### Register map, names as in the netlist

Scale: 10 px per micron. Other sequential cells in the stronger grey, the rest of the logic in the fainter grey.
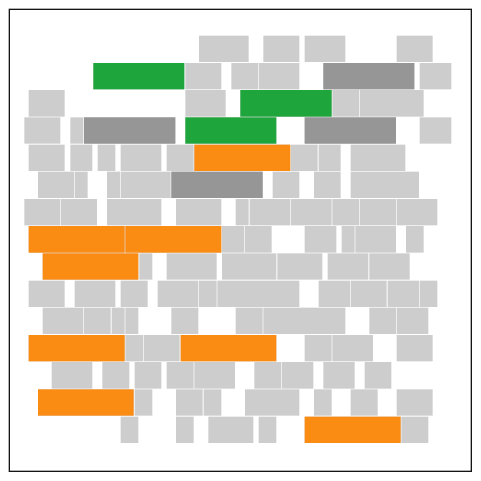
### Power grid

Scale: 8 px per micron. Pins as bars on the die edge. Tap cells in grey.
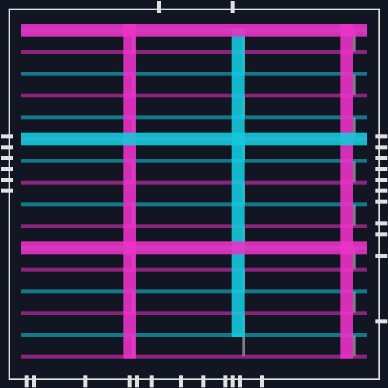
==> config.mk <==
export PLATFORM = sky130hd
export DESIGN_NAME = fp_cc_unit
export DESIGN_NICKNAME = d
export VERILOG_FILES = /design/src/rtl/fp_cc_unit.sv
export SDC_FILE = /design/constraint.sdc
export NUM_CORES = 1
export LEC_CHECK = 0
export CAP_MARGIN = 20
export CORE_UTILIZATION = 39
export CTS_BUF_LIST = sky130_fd_sc_hd__clkbuf_8
export DETAILED_ROUTE_END_ITERATION = 12
export MAX_ROUTING_LAYER = met4
export PLACE_DENSITY = 0.81
export SYNTH_ARGS = -nofsm -noshare
export SYNTH_HDL_FRONTEND = slang
export SYNTH_SLANG_ARGS = --single-unit
==> constraint.sdc <==
create_clock -name clk -period 1.33 [get_ports clk]
set_input_delay 0.3325 -clock clk [delete_from_list [all_inputs] [get_ports clk]]
set_output_delay 0.3325 -clock clk [all_outputs]
set_load 0.02 [all_outputs]
==> src/rtl/fp_cc_unit.sv <==
// Floating-point condition-code unit: registers comparator flags, writes FCSR cc bits,
// and resolves bc1t/bc1f branch queries with a read-after-write stall on in-flight bits.
module fp_cc_unit #(
  parameter int CC_BITS = 8,
  localparam int IDX_W = $clog2(CC_BITS)
) (
  input  logic               clk,
  input  logic               rst_n,
  input  logic               cmp_valid,
  output logic               cmp_ready,
  input  logic [1:0]         cmp_op,
  input  logic [IDX_W-1:0]   cmp_cc,
  input  logic               eq,
  input  logic               lt,
  input  logic               gt,
  input  logic               le,
  input  logic               ge,
  input  logic               br_valid,
  output logic               br_ready,
  input  logic [IDX_W-1:0]   br_cc,
  input  logic               br_tf,
  output logic               br_resp_valid,
  output logic               br_taken,
  input  logic               flush,
  output logic [CC_BITS-1:0] cc_out
);

  typedef enum logic [1:0] {
    OP_EQ  = 2'b00,
    OP_LT  = 2'b01,
    OP_LE  = 2'b10,
    OP_RSV = 2'b11
  } cmp_op_e;

  logic               s1_valid;
  logic [IDX_W-1:0]   s1_cc;
  logic               s1_res;
  logic [CC_BITS-1:0] cc;
  logic               cmp_accept;
  logic               br_accept;
  logic               cmp_res;

  // gt/ge come with the comparator bundle but no supported compare needs them.
  logic unused_flags;
  assign unused_flags = gt | ge;

  assign cmp_ready  = ~flush;
  assign cmp_accept = cmp_valid & cmp_ready;
  assign br_ready   = ~flush & ~(s1_valid & (s1_cc == br_cc));
  assign br_accept  = br_valid & br_ready;
  assign cc_out     = cc;

  always_comb begin
    cmp_res = 1'b0;
    case (cmp_op_e'(cmp_op))
      OP_EQ:   cmp_res = eq;
      OP_LT:   cmp_res = lt;
      OP_LE:   cmp_res = le;
      default: cmp_res = 1'b0;
    endcase
  end

  always_ff @(posedge clk or negedge rst_n) begin
    if (!rst_n) begin
      s1_valid <= 1'b0;
      s1_cc    <= '0;
      s1_res   <= 1'b0;
    end else if (cmp_accept) begin
      s1_valid <= 1'b1;
      s1_cc    <= cmp_cc;
      s1_res   <= cmp_res;
    end else begin
      s1_valid <= 1'b0;
    end
  end

  always_ff @(posedge clk or negedge rst_n) begin
    if (!rst_n) begin
      cc <= '0;
    end else if (s1_valid && !flush) begin
      cc[s1_cc] <= s1_res;
    end
  end

  // Branches read cc before this edge's writeback, so a same-cycle compare is younger.
  always_ff @(posedge clk or negedge rst_n) begin
    if (!rst_n) begin
      br_resp_valid <= 1'b0;
      br_taken      <= 1'b0;
    end else begin
      br_resp_valid <= br_accept;
      if (br_accept) begin
        br_taken <= cc[br_cc] ~^ br_tf;
      end
    end
  end

endmodule

==> results.json <==
{
  "grt_pass1_wl_microns": 3208,
  "ioPinCount": 31,
  "ant_nets": 0,
  "rows": 15,
  "grt.overflow.total": 0,
  "numCtsBuffers": 3,
  "fin_nets": 132,
  "power_density_mw_per_mm2": 1489,
  "grt_max_degree": 16,
  "wl_per_cell_microns": 14.27,
  "hold_buffers": 0,
  "rsz0062_at_grt": "yes",
  "viasPerCell": 5.000,
  "floorplan.nets": 79,
  "drv_slew": 0,
  "fp.dieW_microns": 46.06,
  "reg2reg_slack_ns": -0.19,
  "cts_buffer_depth": 2,
  "synth_warnings": 0,
  "antenna_cells": 0,
  "ys_ff": 15,
  "cts_htree_levels": 1,
  "largest_area_cell": "dfrtp_1",
  "skew_ns": 0.004218,
  "clk_latency_ns": 0.24,
  "layout-drive-gt1-share_pct": 61.61,
  "first_pass_iters": 4,
  "pre_cts_ws_ns": -0.8207,
  "start_kind": "flip-flop",
  "hpwl_microns": 1393,
  "clk_pin_slew_worst_paths_ns": 0.06,
  "min_period_ns": 1.559,
  "grt_usage_pct": 23.12,
  "synth_seq_share_pct": 49.59,
  "min_path_type": "input pin to async pin",
  "coreArea_sq_mm": 0.001764,
  "num_vias": 685,
  "yosysTopAreaCellShare_pct": 49.59,
  "clockRootBuffer": "clkbuf_8",
  "warning_count": 31,
  "slew_headroom_pct": 81.96,
  "worstPathArrival_ns": 1.23,
  "post-place-cells": 132,
  "drt_iter0_drc": 5,
  "period_used_pct": 117.2,
  "common_cells": "15 x dfrtp_1, 12 x mux2_2, 5 x nor2_1",
  "cts_tree": "yes",
  "path_class": "flip-flop to output port",
  "netlist_area_sq_um": 757.0,
  "drc_errors": 0,
  "io_buffers": 28,
  "area_leaders": "dfrtp_1 50%, mux2_2 18%, mux4_1 6.9%",
  "hold_viol_final": 0,
  "failed_checks": "negative setup slack",
  "crit-reg2reg-launch": "cc_out[7]",
  "status": "finished with violations",
  "synthDistinctLibCells": 20,
  "tightestPinTransition_ns": 0.2705,
  "grt_pass1_vias": 665,
  "die_area_sq_mm": 0.002121,
  "async_flop_share_pct": 100.0,
  "critPathMaxFanout": 2,
  "area_growth_pct": 72.56,
  "regToRegEndpoint": "br_taken",
  "fp_util_pct": 42.91,
  "yosys_cells": 60,
  "r2r_cells": 4,
  "ys_chip_area_sq_um": 757.0,
  "wirelength_microns": 1955,
  "antenna_found_initial": 0,
  "yosysMostFrequentCell": "dfrtp_1",
  "setup_viol": 5,
  "ys.flop_type": "dfrtp_1",
  "edf_count": 0,
  "numClockSinks": 15,
  "avgSynthCellArea_sq_um": 12.62,
  "clock.fmax_mhz": 641.5,
  "end_kind": "output port",
  "finalWorstSetupSlack_ns": -0.2290,
  "gp_congestion": 0.8328,
  "layoutNonFillerInstCount": 137,
  "maxCapViolCount": 0,
  "syn_inst": 60,
  "p_leak_nw": 0.6005,
  "required_ns": 1.00
}
Notes on 'Register map, names as in the netlist' above:
[orange] cc_out | flops: 8
[green] s1_cc | flops: 3
not coloured: 4
flop share of the area: 29.50%
register area: 385.4 sq um
Final Util: 74.04%
Seq group: 703 uW

Notes on 'Power grid' above:
[magenta] VSS
[cyan] VDD
met5 straps: 3
tap cells: 25
die y size: 46.06 microns
Peak VDD IR: 1.022 mV

[logic make-up (layout without fill, tap and decap cells)]
family	Yosys count	in the layout	synth area share [%]
flip-flops	15	15	49.59
AND-OR/OR-AND	2	2	1.487
buffers and inverters	5	57	2.810
AND/OR/NAND/NOR	18	18	14.05
XOR/XNOR	4	4	4.629
multiplexers	16	16	27.44
[layout by cell type, fill, tap and decap left out, types with 2 or more instances in the layout]
| cell | count |
|---|---|
| buf_4 | 20 |
| clkdlybuf4s50_1 | 12 |
| mux2_2 | 8 |
| dfrtp_2 | 8 |
| buf_2 | 8 |
| dfrtp_1 | 7 |
| nor2_1 | 4 |
| mux2_4 | 4 |
| dlygate4sd2_1 | 4 |
| buf_6 | 4 |
| inv_1 | 3 |
| xnor2_1 | 3 |
| nor3b_2 | 3 |
| clkbuf_8 | 3 |
| mux2i_1 | 2 |
| mux4_2 | 2 |
| nand3b_1 | 2 |
| clkdlybuf4s15_2 | 2 |
[registers in the layout, summed over array words and instances, names as in the netlist]
| name | flops |
|---|---|
| s1_valid | 1 |
| cc_out | 8 |
| s1_cc | 3 |
| br_resp_valid | 1 |
| br_taken | 1 |
| s1_res | 1 |
[power breakdown]
part           internal (mW)  leakage, nW  switching (mW)
sequential             0.609        0.175          0.0946
combinational          0.495        0.398           0.392
clock                  0.204       0.0269           0.151
[worst max-delay path, cell delays in order, from the launching register on]
cell and delay, ns:
dfrtp_1 0.41, xnor2_1 0.16, and4_4 0.25, nor2_4 0.03, buf_6 0.12
[cell type report]
cell class	count	area [sq um]
tap	25	31.28
clock buffer	3	41.29
sequential	15	385.4
clock inverter	1	3.754
inverter	2	7.507
timing repair buffer	51	417.9
fill	143	457.9
multi-input combinational	40	419.2
[timing repair]
| item | 4_1_cts | 5_1_grt |
|---|---|---|
| buffers inserted | 1 | 0 |
| cloned | 0 | 0 |
| endpoints found under the setup margin | 26 | 9 |
| gates resized | 60 | 7 |
| pin swaps | 5 | 5 |
[layer usage]
layer  GRT usage (%)  vias to the layer above  part of all wire, %
met5               -                        -                    0
met4           10.59                        0                  1.8
met3           2.745                        4                  5.4
met2           36.34                       35                   53
met1           29.85                      333                   40
li1                -                      313                    -
[how the worst max path moves through the flow]
| stage | cells past startpoint | startpoint | slack, ns | end |
|---|---|---|---|---|
| CTS | 4 | s1_cc[1] | -0.25 | br_ready |
| global route | 4 | s1_cc[1] | -0.26 | br_ready |
| global placement | 5 | br_cc[0] | -0.81 | br_ready |
| detailed placement | 5 | br_cc[1] | -0.82 | br_ready |
| floorplan | 4 | cc_out[7] | -0.18 | br_taken |
| finish | 4 | s1_cc[1] | -0.23 | br_ready |
[metrics by stage]
stage                     hold WS, ns  cell area, sq um  total power [mW]  setup TNS, ns  utilization (%)
after floorplan               0.03691             767.0             1.095        -0.1802                -
after global placement         0.4914              1230             1.608         -8.049            69.72
after detailed placement       0.4991              1230             1.636         -8.233            69.72
after CTS                      0.4048              1285             1.931        -0.4778            72.84
after global routing           0.4126              1306             2.052        -0.6930            74.04
final                          0.4040              1306             1.945        -0.4913            74.04
No activity file was given, so power comes from the tool's default toggle rates.
